## src/rtl/ahb_lite_pkg.sv

```systemverilog
// Shared AHB-Lite constants and the per-port arbitration state type.
package ahb_lite_pkg;

    localparam logic [1:0] HTRANS_IDLE   = 2'b00;
    localparam logic [1:0] HTRANS_BUSY   = 2'b01;
    localparam logic [1:0] HTRANS_NONSEQ = 2'b10;
    localparam logic [1:0] HTRANS_SEQ    = 2'b11;

    // IDLE: nothing outstanding; WAIT: address phase held locally; DATA: in downstream data phase
    typedef enum logic [1:0] {
        IDLE = 2'd0,
        WAIT = 2'd1,
        DATA = 2'd2
    } port_state_e;

endpackage

```

## src/rtl/ahb_lite_arbiter_nx1_if.sv

```systemverilog
// Bus bundle for the N-master to 1-slave AHB-Lite arbiter.
// s_* signals face the upstream masters, m_* signals face the shared downstream path.
interface ahb_lite_arbiter_nx1_if #(
    parameter int unsigned HDATA_WIDTH = 64,
    parameter int unsigned HADDR_WIDTH = 17,
    parameter int unsigned HPORT_COUNT = 2
);

    logic [HPORT_COUNT-1:0][HADDR_WIDTH-1:0] s_HADDR;
    logic [HPORT_COUNT-1:0][1:0]             s_HTRANS;
    logic [HPORT_COUNT-1:0][2:0]             s_HSIZE;
    logic [HPORT_COUNT-1:0]                  s_HWRITE;
    logic [HPORT_COUNT-1:0][HDATA_WIDTH-1:0] s_HWDATA;
    logic [HPORT_COUNT-1:0][HDATA_WIDTH-1:0] s_HRDATA;
    logic [HPORT_COUNT-1:0]                  s_HREADY;
    logic [HPORT_COUNT-1:0]                  s_HRESP;

    logic [HADDR_WIDTH-1:0] m_HADDR;
    logic [1:0]             m_HTRANS;
    logic [2:0]             m_HSIZE;
    logic                   m_HWRITE;
    logic [HDATA_WIDTH-1:0] m_HWDATA;
    logic [HDATA_WIDTH-1:0] m_HRDATA;
    logic                   m_HREADY;
    logic                   m_HRESP;

    // Environment view: upstream masters plus the downstream slave.
    modport master (
        output s_HADDR, s_HTRANS, s_HSIZE, s_HWRITE, s_HWDATA,
        output m_HRDATA, m_HREADY, m_HRESP,
        input  s_HRDATA, s_HREADY, s_HRESP,
        input  m_HADDR, m_HTRANS, m_HSIZE, m_HWRITE, m_HWDATA
    );

    // Arbiter view.
    modport slave (
        input  s_HADDR, s_HTRANS, s_HSIZE, s_HWRITE, s_HWDATA,
        input  m_HRDATA, m_HREADY, m_HRESP,
        output s_HRDATA, s_HREADY, s_HRESP,
        output m_HADDR, m_HTRANS, m_HSIZE, m_HWRITE, m_HWDATA
    );

endinterface

```

## src/rtl/rr_arbiter.sv

```systemverilog
// Combinational round-robin picker: grants the first requester strictly after ptr,
// wrapping around so ptr itself has the lowest priority.
module rr_arbiter #(
    parameter int unsigned HPORT_COUNT = 2,
    localparam int unsigned PtrW = $clog2(HPORT_COUNT)
) (
    input  logic [HPORT_COUNT-1:0] req,
    input  logic [PtrW-1:0]        ptr,
    output logic [HPORT_COUNT-1:0] gnt
);

    logic [HPORT_COUNT-1:0] gnt_hi;
    logic [HPORT_COUNT-1:0] gnt_lo;
    logic                   found_hi;
    logic                   found_lo;

    // Two passes: above the pointer first, then the whole vector as the wrap-around.
    always_comb begin
        gnt_hi   = '0;
        gnt_lo   = '0;
        found_hi = 1'b0;
        found_lo = 1'b0;
        for (int i = 0; i < int'(HPORT_COUNT); i++) begin
            if (!found_hi && req[i] && (i > int'(ptr))) begin
                gnt_hi[i] = 1'b1;
                found_hi  = 1'b1;
            end
            if (!found_lo && req[i]) begin
                gnt_lo[i] = 1'b1;
                found_lo  = 1'b1;
            end
        end
        gnt = found_hi ? gnt_hi : gnt_lo;
    end

endmodule

```

## src/rtl/ahb_lite_arbiter_nx1.sv

```systemverilog
// AHB-Lite N:1 arbiter. Masters have no bus request line, so a losing address phase is
// captured into a per-port holding register and that master is stalled via its HREADY
// until the held request is issued downstream. Round-robin with burst lock.
module ahb_lite_arbiter_nx1
    import ahb_lite_pkg::*;
#(
    parameter int unsigned HDATA_WIDTH = 64,
    parameter int unsigned HADDR_WIDTH = 17,
    parameter int unsigned HPORT_COUNT = 2
) (
    input logic                 HCLK,
    input logic                 HRESETn,
    ahb_lite_arbiter_nx1_if.slave bus
);

    localparam int unsigned PtrW = $clog2(HPORT_COUNT);

    port_state_e                             state_q [HPORT_COUNT];
    logic [HPORT_COUNT-1:0][HADDR_WIDTH-1:0] hold_addr_q;
    logic [HPORT_COUNT-1:0][1:0]             hold_trans_q;
    logic [HPORT_COUNT-1:0][2:0]             hold_size_q;
    logic [HPORT_COUNT-1:0]                  hold_write_q;
    logic [PtrW-1:0]                         ptr_q;

    logic [HPORT_COUNT-1:0] hready;
    logic [HPORT_COUNT-1:0] live;
    logic [HPORT_COUNT-1:0] req;
    logic [HPORT_COUNT-1:0] rr_gnt;
    logic [HPORT_COUNT-1:0] win_oh;
    logic [PtrW-1:0]        win_idx;
    logic [PtrW-1:0]        owner_idx;
    logic [1:0]             m_trans;
    logic [HDATA_WIDTH-1:0] owner_wdata;
    logic                   lock;
    logic                   has_win;
    logic                   xfer;

    // Per-port ready, live request and request vector; locate the data owner.
    always_comb begin
        owner_idx = '0;
        for (int i = 0; i < int'(HPORT_COUNT); i++) begin
            case (state_q[i])
                DATA:    hready[i] = bus.m_HREADY;
                WAIT:    hready[i] = 1'b0;
                default: hready[i] = 1'b1;
            endcase
            live[i] = bus.s_HTRANS[i][1] & hready[i];
            req[i]  = (state_q[i] == WAIT) | live[i];
            if (state_q[i] == DATA) begin
                owner_idx = PtrW'(i);
            end
        end
    end

    // A burst continuation from the last granted port keeps the bus.
    assign lock = ((bus.s_HTRANS[ptr_q] == HTRANS_SEQ) || (bus.s_HTRANS[ptr_q] == HTRANS_BUSY))
                  && hready[ptr_q];

    rr_arbiter #(
        .HPORT_COUNT(HPORT_COUNT)
    ) u_rr (
        .req(req),
        .ptr(ptr_q),
        .gnt(rr_gnt)
    );

    // Final winner: locked port or round-robin pick, plus its index.
    always_comb begin
        win_idx = '0;
        has_win = lock | (|req);
        for (int i = 0; i < int'(HPORT_COUNT); i++) begin
            win_oh[i] = lock ? (ptr_q == PtrW'(i)) : rr_gnt[i];
            if (win_oh[i]) begin
                win_idx = PtrW'(i);
            end
        end
    end

    // Downstream address phase: held request (SEQ re-issued as NONSEQ) or live pass-through.
    always_comb begin
        if (state_q[win_idx] == WAIT) begin
            bus.m_HADDR  = hold_addr_q[win_idx];
            bus.m_HSIZE  = hold_size_q[win_idx];
            bus.m_HWRITE = hold_write_q[win_idx];
            m_trans      = (hold_trans_q[win_idx] == HTRANS_SEQ) ? HTRANS_NONSEQ
                                                                 : hold_trans_q[win_idx];
        end else begin
            bus.m_HADDR  = bus.s_HADDR[win_idx];
            bus.m_HSIZE  = bus.s_HSIZE[win_idx];
            bus.m_HWRITE = bus.s_HWRITE[win_idx];
            m_trans      = bus.s_HTRANS[win_idx];
        end
        if (!has_win) begin
            m_trans = HTRANS_IDLE;
        end
        bus.m_HTRANS = m_trans;
        xfer         = has_win & m_trans[1];
    end

    // Upstream responses and write-data steering follow the data owner.
    always_comb begin
        owner_wdata  = bus.s_HWDATA[owner_idx];
        bus.m_HWDATA = owner_wdata;
        for (int i = 0; i < int'(HPORT_COUNT); i++) begin
            bus.s_HREADY[i] = hready[i];
            bus.s_HRESP[i]  = (state_q[i] == DATA) & bus.m_HRESP;
            bus.s_HRDATA[i] = bus.m_HRDATA;
        end
    end

    // Port state machines, holding registers and pointer; everything freezes on a stall.
    always_ff @(posedge HCLK or negedge HRESETn) begin
        if (!HRESETn) begin
            for (int i = 0; i < int'(HPORT_COUNT); i++) begin
                state_q[i] <= IDLE;
            end
            hold_addr_q  <= '0;
            hold_trans_q <= '0;
            hold_size_q  <= '0;
            hold_write_q <= '0;
            ptr_q        <= PtrW'(HPORT_COUNT - 1);
        end else if (bus.m_HREADY) begin
            for (int i = 0; i < int'(HPORT_COUNT); i++) begin
                if (xfer && win_oh[i]) begin
                    state_q[i] <= DATA;
                end else if (live[i] && !win_oh[i]) begin
                    state_q[i]      <= WAIT;
                    hold_addr_q[i]  <= bus.s_HADDR[i];
                    hold_trans_q[i] <= bus.s_HTRANS[i];
                    hold_size_q[i]  <= bus.s_HSIZE[i];
                    hold_write_q[i] <= bus.s_HWRITE[i];
                end else if (state_q[i] == DATA) begin
                    state_q[i] <= IDLE;
                end
            end
            if (has_win) begin
                ptr_q <= win_idx;
            end
        end
    end

endmodule

```

## src/flat_wrapper.sv

```systemverilog
// flat-port wrapper written by rule: the top's interface ports become plain ports
module ahb_lite_arbiter_nx1_flat import ahb_lite_pkg::*;
#(
    parameter int unsigned HDATA_WIDTH = 64,
    parameter int unsigned HADDR_WIDTH = 17,
    parameter int unsigned HPORT_COUNT = 2
)
  (HCLK, HRESETn, bus_s_HADDR, bus_s_HTRANS, bus_s_HSIZE, bus_s_HWRITE, bus_s_HWDATA, bus_m_HRDATA, bus_m_HREADY, bus_m_HRESP, bus_s_HRDATA, bus_s_HREADY, bus_s_HRESP, bus_m_HADDR, bus_m_HTRANS, bus_m_HSIZE, bus_m_HWRITE, bus_m_HWDATA);
  ahb_lite_arbiter_nx1_if #(.HDATA_WIDTH(HDATA_WIDTH), .HADDR_WIDTH(HADDR_WIDTH), .HPORT_COUNT(HPORT_COUNT)) bus_i ();
  input logic HCLK;
  input logic HRESETn;
  input wire logic [$bits(bus_i.s_HADDR)-1:0] bus_s_HADDR;
  input wire logic [$bits(bus_i.s_HTRANS)-1:0] bus_s_HTRANS;
  input wire logic [$bits(bus_i.s_HSIZE)-1:0] bus_s_HSIZE;
  input wire logic [$bits(bus_i.s_HWRITE)-1:0] bus_s_HWRITE;
  input wire logic [$bits(bus_i.s_HWDATA)-1:0] bus_s_HWDATA;
  input wire logic [$bits(bus_i.m_HRDATA)-1:0] bus_m_HRDATA;
  input wire logic [$bits(bus_i.m_HREADY)-1:0] bus_m_HREADY;
  input wire logic [$bits(bus_i.m_HRESP)-1:0] bus_m_HRESP;
  output wire logic [$bits(bus_i.s_HRDATA)-1:0] bus_s_HRDATA;
  output wire logic [$bits(bus_i.s_HREADY)-1:0] bus_s_HREADY;
  output wire logic [$bits(bus_i.s_HRESP)-1:0] bus_s_HRESP;
  output wire logic [$bits(bus_i.m_HADDR)-1:0] bus_m_HADDR;
  output wire logic [$bits(bus_i.m_HTRANS)-1:0] bus_m_HTRANS;
  output wire logic [$bits(bus_i.m_HSIZE)-1:0] bus_m_HSIZE;
  output wire logic [$bits(bus_i.m_HWRITE)-1:0] bus_m_HWRITE;
  output wire logic [$bits(bus_i.m_HWDATA)-1:0] bus_m_HWDATA;
  assign bus_i.s_HADDR = bus_s_HADDR;
  assign bus_i.s_HTRANS = bus_s_HTRANS;
  assign bus_i.s_HSIZE = bus_s_HSIZE;
  assign bus_i.s_HWRITE = bus_s_HWRITE;
  assign bus_i.s_HWDATA = bus_s_HWDATA;
  assign bus_i.m_HRDATA = bus_m_HRDATA;
  assign bus_i.m_HREADY = bus_m_HREADY;
  assign bus_i.m_HRESP = bus_m_HRESP;
  assign bus_s_HRDATA = bus_i.s_HRDATA;
  assign bus_s_HREADY = bus_i.s_HREADY;
  assign bus_s_HRESP = bus_i.s_HRESP;
  assign bus_m_HADDR = bus_i.m_HADDR;
  assign bus_m_HTRANS = bus_i.m_HTRANS;
  assign bus_m_HSIZE = bus_i.m_HSIZE;
  assign bus_m_HWRITE = bus_i.m_HWRITE;
  assign bus_m_HWDATA = bus_i.m_HWDATA;
  ahb_lite_arbiter_nx1 #(.HDATA_WIDTH(HDATA_WIDTH), .HADDR_WIDTH(HADDR_WIDTH), .HPORT_COUNT(HPORT_COUNT)) u_core (.HCLK(HCLK), .HRESETn(HRESETn), .bus(bus_i));
endmodule
```

## config.mk

```make
export PLATFORM = sky130hd
export DESIGN_NAME = ahb_lite_arbiter_nx1_flat
export DESIGN_NICKNAME = d
export VERILOG_FILES = /design/src/rtl/ahb_lite_pkg.sv /design/src/rtl/ahb_lite_arbiter_nx1_if.sv /design/src/rtl/rr_arbiter.sv /design/src/rtl/ahb_lite_arbiter_nx1.sv /design/src/flat_wrapper.sv
export SDC_FILE = /design/constraint.sdc
export NUM_CORES = 1
export LEC_CHECK = 0
export CORE_AREA = 2 2 180 182
export DETAILED_ROUTE_END_ITERATION = 6
export DIE_AREA = 0 0 182 184
export PLACE_DENSITY = 0.58
export SLEW_MARGIN = 20
export SYNTH_ARGS = -nofsm -noshare
export SYNTH_HDL_FRONTEND = slang
export SYNTH_SLANG_ARGS = --single-unit
```

## constraint.sdc

```tcl
create_clock -name HCLK -period 2.5 [get_ports HCLK]
set_input_delay 0.5 -clock HCLK [delete_from_list [all_inputs] [get_ports HCLK]]
set_output_delay 0.5 -clock HCLK [all_outputs]
set_load 0.02 [all_outputs]
```

### The metal 2 layer, run 1

(1.5 px per um) Cells faint in the background.
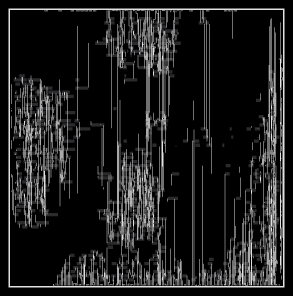
- share of all routed wire: 51%
- wire length on this layer: 10500 um
- longest straight run: 114 um

### Drive-strength map, run 1

(2 px per um)
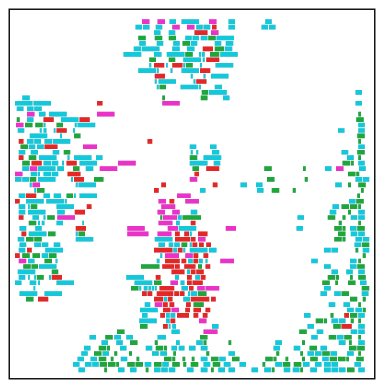
- x2: green (cells 183; share 28%; most used mux2_2)
- x6 and larger: magenta (cells 44; share 6.6%; most used buf_6)
- x1 and smaller: cyan (cells 344; share 52%; most used clkdlybuf4s50_1)
- x3 and x4: red (cells 92; share 14%; most used buf_4)
layout overhead on the synthesized area: 62.6%
nonclk buf count: 333
final instance area: 7710 um2

### Gate families picked out, run 1

(2 px per um)
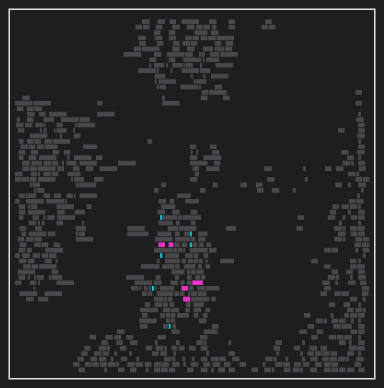
- inv cells: cyan (cells 6; most used inv_1)
- non-inverting ao/oa cells: magenta (cells 5; most used a311o_1; where bottom center)
Post-Layout Cell Count: 1069
most common cell after layout, fill and taps aside: clkdlybuf4s50_1

==> results_slide.txt, run 1 <==
Implementation Results

Floorplanning
  – Chip Footprint: around 33000 um2
  – Placeable Area: 31400 um2
  – Die Y-Extent: 184 um
  – Number of primary I/O pins: 461
  – Core utilization before placement: 15.1%
  – TAP cells: 402
  – Site row count: about 65

Power
  – Power dissipated in sequential cells: between 1 and 1.5 mW
  – Psw: 3.68 mW
  – Portion of total power attributed to sequential cells: 17.0%
  – Power after layout: approximately 8.7 mW
  – Combinational Power: 6.38 mW
  – Clock group: 0.818 mW
  – Share of power burned in the clock network: 9.4%
  – VDD IR-drop max: ~630 uV

Clocking
  – Clk pin slew, worst setup/hold paths: approximately 80 ps
  – Clock tree from TritonCTS: done
  – Clock latency reported for the late side of the worst-skew pair: 300 ps
  – Resize count post-CTS: 290
  – Buffers inserted by post-CTS timing repair: 20
  – Total clock buffers created by CTS: 5
  – Max Root-Sink Buffers: 2
  – Post-CTS Hold Buffers: 0
  – Num Clock Sinks: approximately 50
  – Clock Tree Root: clkbuf_16

STA
  – Least-Margin Pin Slew: about 550 ps
  – Number of pins exceeding their max-slew limit in the final report: 0
  – Worst-case setup margin in the final layout: -165 ps
  – RSZ-0062 raised after global routing: yes
  – Maximum frequency from static timing analysis: 375 MHz
  – Slew Limit Headroom: 63.6%
  – Setup-violating endpoint count in the final report: 23
  – Hold_ws: 175 ps
  – Clk_skew: 5.71 ps
  – Number of hold violations in the final report: 0

Synthesis
  – Top cell type's share of synthesized area: 26.4%
  – Syn Nets: 716
  – Share of cell area taken by muxes after synthesis: 31.7%
  – Ao+oa area frac: 8.10%
  – Count of instantiated cells in the yosys netlist: approximately 470
  – Netlist Area Pre-Place: 4740 um2
  – Area fraction in xor and xnor cells: 0%
  – Ranking of synthesized cells by area: dfrtp_1 26%, buf_4 21%, mux2_2 18%
  – Area reported by Yosys stat: between 4000 and 5000 um2
  – Dominant register cell: dfrtp_1
  – Number of synthesis warnings: 0
  – Cell type with the largest total area after synthesis: dfrtp_1
  – Post-Synthesis Mean Instance Area: between 10 and 15 um2
  – Most used standard cell by instance count after synthesis: buf_4
  – FA/HA/MAJ Cells, Area Fraction: 0%
  – Synth Register Bits: roughly 50
  – Post-Syn Instances: 474
  – Async SR Flop Fraction: 100%
  – Post-synth top cells: 130 x buf_4, 74 x mux2_2, 50 x dfrtp_1
  – Synth cell types: 44
  – Sequential cell area fraction in the yosys report: around 27%

Setup path
  – First element of the critical path: u_core.state_q[2]
  – Max stage delay cell, worst path: or3b_4
  – Capturing element of the worst setup path: bus_m_HSIZE[1]
  – Arrival time at the worst endpoint: between 2000 and 2500 ps
  – Depth of the worst register-to-register path: 10
  – Most numerous cell on the critical path: buf_6
  – Worst setup path class: reg2out
  – Max stage delay on crit path: 440 ps
  – Worst-path cell chain: or3b_4 -> o211ai_4 -> a31oi_4 -> buf_8 -> buf_6 -> nand3_2 -> a21boi_4 -> buf_6
  – Crit. path cell count: 8
  – Capture point of the worst reg-to-reg path: u_core.hold_addr_q[25]
  – Launching element type of the critical path: register
  – Crit Reg-Reg Startpoint: u_core.state_q[3]
  – Required time at the worst-slack endpoint: 2000 ps
  – Endpoint kind of the worst setup timing path: output port

Detailed routing
  – Detailed-router iteration count before antenna repair: 4
  – Antenna-violating nets left: 0
  – Met1 routed wirelength after detailed routing: 7.77 mm
  – Final Routed Wirelength: around 21 mm
  – Highest metal layer with signal wires: met5
  – Met3 Routed Length: 1.98 mm
  – Detailed-route via count: around 4100
  – Average wire per cell in the routed design: 19.5 um
  – First DRT Iteration DRCs: 129
  – Vias/cell: 3.86

Placement
  – Worst slack at placement: -822 ps
  – Placed Instances: 1036
  – IO buf count: 268
  – Post-Place Cell Area: 7360 um2
  – Routability congestion estimate from global placement: approximately 0.8
  – Post-DP HPWL: 16.4 mm

Cells and area
  – Most used cells in the layout excluding fill and tap cells: 173 x clkdlybuf4s50_1, 73 x mux2_2, 52 x buf_4
  – Area taken by multi-input logic gates: 2680 um2
  – Final Core Density: 24.6%
  – Layout clock area frac: under 10%
  – Invs w/o clock: 6
  – Number of logic gates: 265
  – Largest registers ranked by flip-flop count: u_core.hold_addr_q x34, u_core.hold_size_q x6
  – Logic gate fraction of the total cell area: 34.7%
  – Largest register FFs: 34
  – Non-clock buffering overhead in the final layout: 39.6%
  – Fraction of final layout cells with drive strength greater than 1: approximately half
  – Area of all sequential standard cells: around 1300 um2
  – Clock buffer count: 5
  – Register bank with the most flops: u_core.hold_addr_q
  – Count of fill cells added during filler insertion: 3378
  – Flip-flop and latch count: ~51
  – Area-dominant cell class after layout: non-clock buffers
  – Sequential portion of the cell area: between 10% and 20%

Outcome
  – Outcome: finished, violations left
  – Failing checks: setup timing

Worst hold path
  – Hold Crit Class: in2async

Global route
  – Busiest metal layer after global routing: met2
  – Met2 usage in global routing: 21.2%
  – Maximum number of pins on one net before global-route repair: 32
  – Met3 track demand over resource in global routing: 4.75%
  – Initial antenna violation count: 8
  – Total Routing Usage GR: 11.7%
  – Met1 routing resource usage after global routing: 12.3%
  – First-pass GRT wire length: 29.0 mm
  – Overflow left after global routing: 0

Flow run
  – Max-Cap Viols: 0
  – Tool warning count: 28
==> run 2, diff against run 1 <==
RECOVER_POWER = 25   (was unset)
### Congestion heat map, run 2

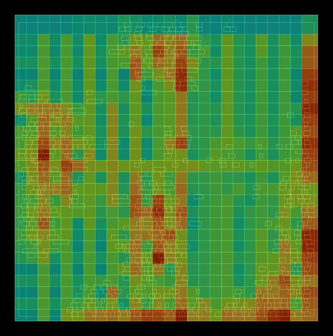
average wire per cell in the routed design: 19.5 um
Total Routing Usage GR: 11.7%

==> run 2 against run 1 <==
  * The flow still finishes with violations (setup timing)
  * Clock power about the same
  * Sequential cell count unchanged
  * Register-to-register slack about the same
  * Critical endpoint unchanged
==> results_slide.txt, run 2 <==
Implementation Results

STA
  – Setup-violating endpoint count in the final report: 23
  – RSZ-0062 raised after global routing: yes
  – Worst-case setup margin in the final layout: -165 ps
  – Slew Limit Headroom: 18.0%
  – Hold_ws: ~430 ps
  – Clk_skew: 5.64 ps
  – Maximum frequency from static timing analysis: between 300 and 400 MHz
  – Least-Margin Pin Slew: 1230 ps
  – Number of hold violations in the final report: 0
  – Number of pins exceeding their max-slew limit in the final report: 0
  – Fin Setup TNS: -1910 ps

Floorplanning
  – Number of primary I/O pins: 461
  – TAP cells: roughly 400
  – Chip Footprint: 33500 um2
  – Placeable Area: 31400 um2
  – Core utilization before placement: 15.1%
  – Site row count: between 60 and 70
  – Die Y-Extent: 184 um

Setup path
  – Crit Reg-Reg Startpoint: u_core.state_q[3]
  – Capturing element of the worst setup path: bus_m_HSIZE[1]
  – Arrival time at the worst endpoint: around 2200 ps
  – Worst-path cell chain: or3b_4 -> o211ai_4 -> a31oi_4 -> buf_8 -> buf_6 -> nand3_2 -> a21boi_4 -> buf_6
  – Max stage delay on crit path: 440 ps
  – Required time at the worst-slack endpoint: about 2000 ps
  – Worst setup path class: reg2out
  – Endpoint kind of the worst setup timing path: output port
  – Crit. path cell count: 8
  – Depth of the worst register-to-register path: 10
  – Max stage delay cell, worst path: or3b_4
  – Launching element type of the critical path: register
  – Capture point of the worst reg-to-reg path: u_core.hold_addr_q[25]
  – Most numerous cell on the critical path: buf_6
  – First element of the critical path: u_core.state_q[2]

Flow run
  – Tool warning count: 28
  – Max-Cap Viols: 0

Clocking
  – Total clock buffers created by CTS: 5
  – Clock Tree Root: clkbuf_16
  – Resize count post-CTS: around 290
  – Max Root-Sink Buffers: 2
  – Clock latency reported for the late side of the worst-skew pair: 300 ps
  – Buffers inserted by post-CTS timing repair: 20
  – Num Clock Sinks: 51
  – Clk pin slew, worst setup/hold paths: 80 ps
  – Post-CTS Hold Buffers: 0
  – Clock tree from TritonCTS: done

Placement
  – Post-DP HPWL: between 15 and 20 mm
  – IO buf count: 268
  – Routability congestion estimate from global placement: 0.815
  – Worst slack at placement: -822 ps
  – Placed Instances: 1036
  – Post-Place Cell Area: 7360 um2

Cells and area
  – Post-Layout Cell Count: around 1100
  – Area-dominant cell class after layout: non-clock buffers
  – Layout clock area frac: 2.20%
  – Clock buffer count: 5
  – Nonclk buf count: about 330
  – Register bank with the most flops: u_core.hold_addr_q
  – Area taken by multi-input logic gates: about 2700 um2
  – Final Core Density: 24.5%
  – Area of all sequential standard cells: between 1000 and 1500 um2
  – Most used cells in the layout excluding fill and tap cells: 173 x clkdlybuf4s50_1, 73 x mux2_2, 52 x buf_4
  – Most common cell after layout, fill and taps aside: clkdlybuf4s50_1
  – Invs w/o clock: 6
  – Non-clock buffering overhead in the final layout: about two fifths
  – Sequential portion of the cell area: roughly 17%
  – Layout overhead on the synthesized area: 62.2%
  – Largest registers ranked by flip-flop count: u_core.hold_addr_q x34, u_core.hold_size_q x6
  – Logic gate fraction of the total cell area: 34.8%
  – Final instance area: 7690 um2
  – Fraction of final layout cells with drive strength greater than 1: between 40% and 50%
  – Count of fill cells added during filler insertion: 3377
  – Flip-flop and latch count: 51
  – Number of logic gates: 265
  – Largest register FFs: 34

Detailed routing
  – Met1 routed wirelength after detailed routing: 7.78 mm
  – First DRT Iteration DRCs: between 100 and 150
  – Vias/cell: ~3.9
  – Met3 Routed Length: 1.98 mm
  – Antenna-violating nets left: 0
  – Final Routed Wirelength: 20.8 mm
  – Highest metal layer with signal wires: met5
  – Detailed-router iteration count before antenna repair: 4
  – Detailed-route via count: 4134

Power
  – Power dissipated in sequential cells: ~1.5 mW
  – Top Consumer: combinational cells
  – Combinational Power: 6.37 mW
  – Psw: 3.68 mW
  – Power after layout: approximately 8.7 mW
  – Share of power burned in the clock network: 9.4%
  – Clock group: 0.818 mW
  – VDD IR-drop max: 625 uV
  – Portion of total power attributed to sequential cells: 17.0%

Synthesis
  – Area reported by Yosys stat: ~4700 um2
  – Netlist Area Pre-Place: 4740 um2
  – Cell type with the largest total area after synthesis: dfrtp_1
  – Simple-gate area share of the yosys netlist: under 10%
  – Share of cell area taken by muxes after synthesis: 31.7%
  – Post-Synthesis Mean Instance Area: 10.0 um2
  – Sequential cell area fraction in the yosys report: 26.9%
  – FA/HA/MAJ Cells, Area Fraction: 0%
  – Ao+oa area frac: 8.10%
  – Synth cell types: 44
  – Number of synthesis warnings: 0
  – Post-synth top cells: 130 x buf_4, 74 x mux2_2, 50 x dfrtp_1
  – Async SR Flop Fraction: 100%
  – Most used standard cell by instance count after synthesis: buf_4
  – Syn Nets: 716
  – Synth Register Bits: 51
  – Top cell type's share of synthesized area: 26.4%
  – Ranking of synthesized cells by area: dfrtp_1 26%, buf_4 21%, mux2_2 18%
  – Area fraction in xor and xnor cells: 0%
  – Post-Syn Instances: 474
  – Count of instantiated cells in the yosys netlist: 474
  – Dominant register cell: dfrtp_1

Global route
  – Overflow left after global routing: 0
  – Maximum number of pins on one net before global-route repair: 32
  – Met3 track demand over resource in global routing: 4.75%
  – Met2 usage in global routing: about a fifth
  – Busiest metal layer after global routing: met2
  – First-pass GRT wire length: between 20 and 30 mm
  – Met1 routing resource usage after global routing: roughly 12%
  – Initial antenna violation count: 8

Worst hold path
  – Hold Crit Class: in2async

Outcome
  – Failing checks: setup timing
  – Outcome: finished, violations left
Power figures rest on the tool's default switching activity, not on a simulated workload.
